Routed metal, one color a layer:
Two of the layers only.
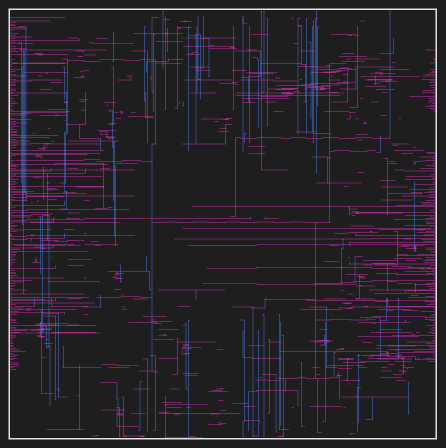
Cell sizes after repair:
The bar under the picture is 100 um long.
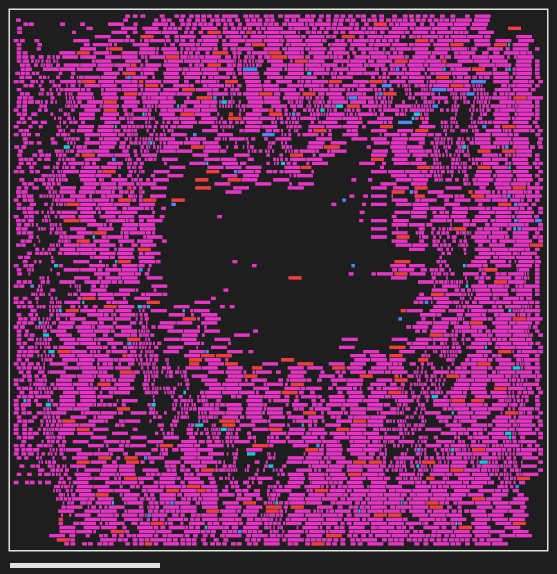
Signal wires on met2:
Cells faint in the background.
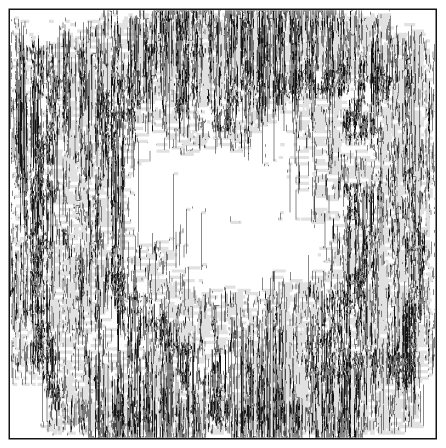
Signal wires on met4:
The bar under the picture is 100 um long. Cells faint in the background.
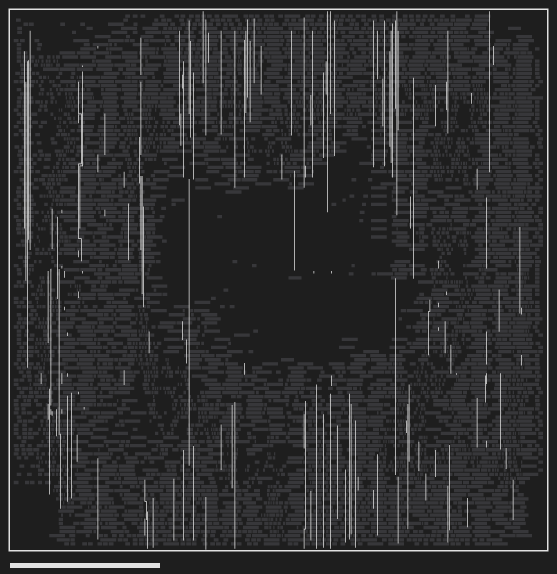
Clock nets:
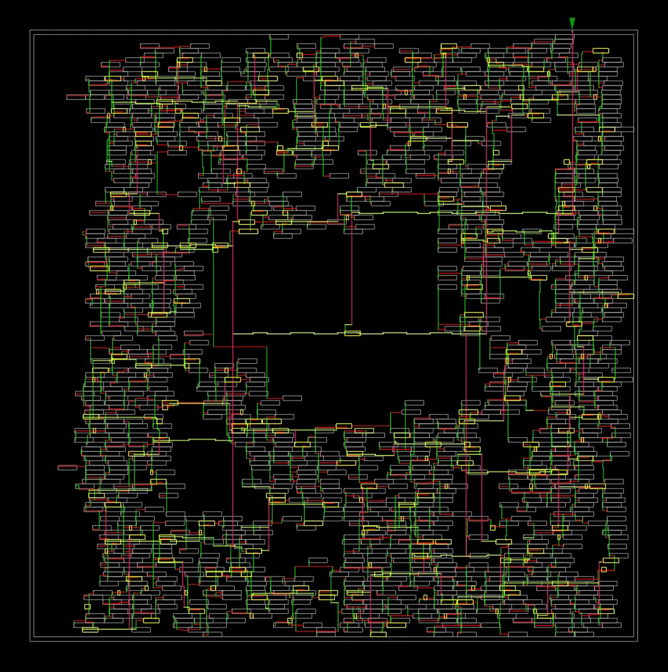
==> config.mk <==
export PLATFORM = sky130hd
export DESIGN_NAME = add_pipe
export DESIGN_NICKNAME = d
export VERILOG_FILES = /design/src/rtl/add_pipe_pkg.sv /design/src/rtl/add_chunk.sv /design/src/rtl/add_pipe.sv
export SDC_FILE = /design/constraint.sdc
export NUM_CORES = 2
export LEC_CHECK = 0
export CORE_AREA = 2 2 355 357
export CTS_BUF_LIST = sky130_fd_sc_hd__clkbuf_8 sky130_fd_sc_hd__clkbuf_16
export DETAILED_ROUTE_END_ITERATION = 12
export DIE_AREA = 0 0 357 359
export PLACE_DENSITY = 0.82
export SKIP_CTS_REPAIR_TIMING = 1
export SLEW_MARGIN = 0
export SYNTH_ARGS = -nofsm -noshare
export SYNTH_HDL_FRONTEND = slang
export SYNTH_SLANG_ARGS = --single-unit
==> constraint.sdc <==
create_clock -name clk -period 42 [get_ports clk]
set_input_delay 8.4 -clock clk [delete_from_list [all_inputs] [get_ports clk]]
set_output_delay 8.4 -clock clk [all_outputs]
set_load 0.01 [all_outputs]
==> src/rtl/add_pipe_pkg.sv <==
// add_pipe_pkg
//   Shared constants for the pipelined wide adder: the default operand width,
//   the number of bits added per pipeline stage, and the stage-count
//   derivation. The RTL and the testbench both use these definitions.
package add_pipe_pkg;

    localparam int DEF_WIDTH = 256;
    localparam int DEF_CHUNK = 64;

    // One pipeline stage per chunk.
    function automatic int calc_stages(input int width, input int chunk);
        return width / chunk;
    endfunction

    localparam int DEF_STAGES = calc_stages(DEF_WIDTH, DEF_CHUNK);

endpackage

==> src/rtl/add_chunk.sv <==
// add_chunk
//   Combinational CHUNK-bit adder slice with carry in and carry out.
//   Ports:
//     a, b  [CHUNK-1:0]  addends
//     cin                carry in
//     sum   [CHUNK-1:0]  a + b + cin, modulo 2^CHUNK
//     cout               carry out of the slice MSB
module add_chunk #(
    parameter int CHUNK = 64
) (
    input  logic [CHUNK-1:0] a,
    input  logic [CHUNK-1:0] b,
    input  logic             cin,
    output logic [CHUNK-1:0] sum,
    output logic             cout
);

    assign {cout, sum} = {1'b0, a} + {1'b0, b} + {{CHUNK{1'b0}}, cin};

endmodule

==> src/rtl/add_pipe.sv <==
// add_pipe
//   Pipelined WIDTH-bit adder/subtractor. Each of the STAGES register stages
//   adds one CHUNK-bit slice, carrying into the next stage. Operand chunks
//   that are not yet processed travel alongside, and finished result chunks
//   travel forward. The whole pipe advances together under valid/ready flow
//   control.
//   Ports:
//     clk, rst_n           clock, synchronous active-low reset
//     in_valid, in_ready   input handshake (in_ready = out_ready || !out_valid)
//     a, b [WIDTH-1:0]     operands
//     cin                  carry in (add mode only)
//     sub                  0: a + b + cin, 1: a - b
//     out_valid, out_ready output handshake
//     sum [WIDTH-1:0]      result modulo 2^WIDTH
//     cout                 carry out of MSB (sub mode: 1 = no borrow)
module add_pipe
    import add_pipe_pkg::*;
#(
    parameter int WIDTH = DEF_WIDTH,
    parameter int CHUNK = DEF_CHUNK
) (
    input  logic             clk,
    input  logic             rst_n,
    input  logic             in_valid,
    output logic             in_ready,
    input  logic [WIDTH-1:0] a,
    input  logic [WIDTH-1:0] b,
    input  logic             cin,
    input  logic             sub,
    output logic             out_valid,
    input  logic             out_ready,
    output logic [WIDTH-1:0] sum,
    output logic             cout
);

    localparam int STAGES = calc_stages(WIDTH, CHUNK);

    generate
        if ((WIDTH % CHUNK) != 0) begin : g_bad_width
            $error("add_pipe: WIDTH must be a multiple of CHUNK");
        end
    endgenerate

    logic advance;

    // Stage inputs (from ports for stage 0, from previous registers after).
    logic [WIDTH-1:0] a_d [STAGES];
    logic [WIDTH-1:0] b_d [STAGES];
    logic [WIDTH-1:0] s_d [STAGES];
    logic             c_d [STAGES];
    logic             v_d [STAGES];

    // Partial result with this stage's chunk merged in.
    logic [WIDTH-1:0] s_n [STAGES];

    // Stage registers.
    logic [WIDTH-1:0] a_q [STAGES];
    logic [WIDTH-1:0] b_q [STAGES];
    logic [WIDTH-1:0] s_q [STAGES];
    logic             c_q [STAGES];
    logic             v_q [STAGES];

    logic [WIDTH-1:0]  chunk_sum;
    logic [STAGES-1:0] chunk_cout;

    assign advance  = out_ready || !out_valid;
    assign in_ready = advance;

    // Subtraction is a + ~b + 1. B is inverted once on entry and carried in
    // that form, so the per-beat mode is fixed at capture time.
    always_comb begin
        a_d[0] = a;
        b_d[0] = sub ? ~b : b;
        c_d[0] = sub ? 1'b1 : cin;
        s_d[0] = '0;
        v_d[0] = in_valid;
        for (int k = 1; k < STAGES; k++) begin
            a_d[k] = a_q[k-1];
            b_d[k] = b_q[k-1];
            s_d[k] = s_q[k-1];
            c_d[k] = c_q[k-1];
            v_d[k] = v_q[k-1];
        end
    end

    generate
        for (genvar k = 0; k < STAGES; k++) begin : g_stage
            add_chunk #(.CHUNK(CHUNK)) u_add_chunk (
                .a    (a_d[k][k*CHUNK +: CHUNK]),
                .b    (b_d[k][k*CHUNK +: CHUNK]),
                .cin  (c_d[k]),
                .sum  (chunk_sum[k*CHUNK +: CHUNK]),
                .cout (chunk_cout[k])
            );
        end
    endgenerate

    always_comb begin
        for (int k = 0; k < STAGES; k++) begin
            s_n[k] = s_d[k];
            s_n[k][k*CHUNK +: CHUNK] = chunk_sum[k*CHUNK +: CHUNK];
        end
    end

    // Only valid bits and the output stage result are reset; the remaining
    // datapath registers are don't-care while their valid bit is low.
    always_ff @(posedge clk) begin
        if (!rst_n) begin
            for (int k = 0; k < STAGES; k++) begin
                v_q[k] <= 1'b0;
            end
            s_q[STAGES-1] <= '0;
            c_q[STAGES-1] <= 1'b0;
        end else if (advance) begin
            for (int k = 0; k < STAGES; k++) begin
                v_q[k] <= v_d[k];
                a_q[k] <= a_d[k];
                b_q[k] <= b_d[k];
                s_q[k] <= s_n[k];
                c_q[k] <= chunk_cout[k];
            end
        end
    end

    assign out_valid = v_q[STAGES-1];
    assign sum       = s_q[STAGES-1];
    assign cout      = c_q[STAGES-1];

endmodule

==> reports/qor.txt <==
Grt ovf = 0
Logic pwr share = 0.152
Top delay family on crit path = buffers and inverters
Worst Hold Slack = 0.398 ns
Switching fraction of total power = 0.249
Multi-In Gates = 2,550
Post-synth ARST share = 0
Register area = 42,500 um^2
Post-DRT Antenna Nets = 0
Antenna violations before repair = 36
CTS tree = built
Most frequent logic cell in the layout = edfxtp_1
Final hold vios = 0
Syn Nets = 4,992
Net Switching = 0.892 mW
Largest net degree at the start of global routing = 200
Yosys warns = 0
Sequential area share after synthesis = 0.689
DP HPWL = 116,000 um
Crit path largest cell delay = 0.68 ns
Setup_tns = 0 ns
Largest Register = s_q
Post-synth regs = 1,416
Placer congestion estimate = 0.996
Sequential Power = 1.78 mW
Final Setup Violations = 0
Chip width = 357 um
Most frequent CP cell = clkdlybuf4s50_1
Drt via density = 5.62
CP Buf/Inv Count = 2
Peak VDD IR = 43.0 uV
Relative slew margins = 0.216
Placed cell areas = 71,000 um^2
Fin cells = 6,770
Max FFs per register = 640
Placed cells = 6,493
Final period utilization = 0.442
Pre-Place Util = 0.495
First-pass GRT wire length = 231,000 um
HP Class = reg2reg
Setup ws final = 23.42 ns
Gate Area = 18,200 um^2
Max-Cap Viols = 0
TritonCTS Buffers = 144
Ant diodes = 13
Post-synth EDFFs = 1,413
Finished layout cell area = 75,800 um^2
Post-layout util = 0.608
Layout non-clock buf frac = 0.105
Row count = 130
Tap Count = 1,650
WS Path Type = in2out
Clock group share of total power = 0.352
Most instantiated logic cells after routing = edfxtp_1 (1,413), clkdlybuf4s50_1 (774), xor2_1 (339)
Synthesized area = 61,600 um^2
Layout Nets = 5,767
Bufs w/o clock = 800
CP Capture Type = primary output
Leading cell kind = sequential cells
Critical-path cell list = clkdlybuf4s50_1 -> nand2b_4 -> clkdlybuf4s50_1
Clock sinks = 1,416
Yosys chip area = 61,600 um^2
P_comb = 0.545 mW
P_clk = 1.26 mW
Crit start category = primary input
CP required = 33.60 ns
Ys cells = 4,214
Inverters = 77
Wire length per cell = 23.5 um
Cell-internal power = 2.70 mW
Sequential share of cell area = 0.561
Tool warning count = 42
Pre-Repair DR Iteration Count = 6
Vias in the first global route = 37,400
Min cycle time layout = 18.58 ns
Leakage power = 29.0 nW
CP max FO = 70
Peak Freq = 53.8 MHz
Share of layout cells above drive strength 1 = 0.0548
Largest registers = s_q x640, a_q x384, b_q x384
Clock Tree Buf Depth = 3
Comb area share = 0.240
DP Worst Slack = 23.44 ns
DR iter-0 viols = 3,705
Top FF cell, synth = edfxtp_1
Fill cell count = 9,293
CTS Root Buffer Type = clkbuf_16
Port Buffers = 776
Worst R2R Setup Slack = 35.46 ns
Pwr top = sequential cells
Critical path arrival = 10.18 ns
Max-slew violations = 0
Register share of total power = 0.496
Synth-to-Final Area Change = 22.9%
Clock slew at reported path FFs = 0.06 ns
Least-Margin Pin Slew = 1.18 ns
IO Count = 777
DR DRC count = 0
CP max-delay cell = clkdlybuf4s50_1
Avg Cell Area, Syn = 14.6 um^2
RSZ-0062 raised after global routing = no
Htree depth = 4
Area fraction of clock buffers and clock inverters = 0.0617
Count of cell types in the netlist = 91
Total die area = 128,000 um^2
PwrDens = 47.3 nW/um^2
Core box area = 125,000 um^2
Clk_skew = 0.0400 ns
Status = completed
Die H = 359 um
## Picture notes: 'routed metal, one color a layer'
blue -> M4  # wire length 7,550 um
magenta -> M3  # wire length 14,100 um
gr usage total: 0.244
drt total wl: 159,000 um
via count: 38,100

## Picture notes: 'cell sizes after repair'
cyan -> x2  # cells 56, share 1.1%
blue -> x3 and x4  # cells 42, share 0.82%
red -> x6 and larger  # cells 182, share 3.6%
magenta -> x1 and smaller  # cells 4,827, share 95%

## Picture notes: 'signal wires on met2'
longest straight run = 126 um
wire length on this layer = 77.1 mm
share of all routed wire = 48%
GR met2 Demand/Resource: 0.398

## Picture notes: 'signal wires on met4'
share of all routed wire = 4.8%
main direction = vertical
longest straight run = 203 um

## Picture notes: 'clock nets'
Clock Latency Late Sink: 0.77 ns
seq_cells: 1,416
Clock buffer cells: 146

-- layer usage --
| layer | vias to the layer above | GRT usage | part of all wire |
|---|---|---|---|
| met5 | - | 0 | 0.0018 |
| met4 | 44 | 0.119 | 0.047 |
| met3 | 354 | 0.0747 | 0.089 |
| met2 | 1603 | 0.398 | 0.48 |
| met1 | 18500 | 0.293 | 0.38 |
| li1 | 17600 | - | - |
-- logic make-up after synthesis --
group / synth area share
AND/OR/NAND/NOR: 0.0740
AND-OR/OR-AND: 0.0975
flip-flops: 0.689
XOR/XNOR: 0.0675
adder cells (fa/ha/maj): 0.0537
multiplexers: 0.00244
buffers and inverters: 0.0155
-- worst paths after layout --
check,start,end,cells after the start
worst max-delay path,out_ready,in_ready,3
worst min register to register,s_q[1][117],s_q[2][117],0
worst min-delay path,s_q[1][117],s_q[2][117],0
worst max register to register,v_q[3],s_q[1][54],8
-- synthesized netlist by cell type, types with 9 or more instances --
library cell     n  area share
nand2_1        203       0.012
xor2_1         339       0.048
nor2_1         181       0.011
buf_2           13      0.0011
a211o_1          9      0.0013
and3_1         215       0.022
o21a_1          29      0.0035
clkbuf_1       127      0.0077
o211ai_1        13      0.0016
a21oi_1        310       0.025
nor3_1          58      0.0047
a221oi_1         9      0.0013
o21bai_1        69      0.0084
inv_1           77      0.0047
edfxtp_1      1413        0.69
a21o_1         174       0.021
ha_1           252       0.051
nor2b_1         26      0.0026
o21ai_0        121      0.0098
buf_1           27      0.0016
o31ai_1         15      0.0018
mux2i_1         15      0.0024
or2_2           12      0.0012
a21boi_0         9      0.0011
xnor2_1        136       0.019
a211oi_1        12      0.0015
nand2b_1        29      0.0029
a31oi_1         36      0.0037
nand3_1         48      0.0039
o21ai_1          9     0.00073
and2_1           9     0.00091
nand4_1         61      0.0062
Power is estimated from default activity; no workload was simulated.
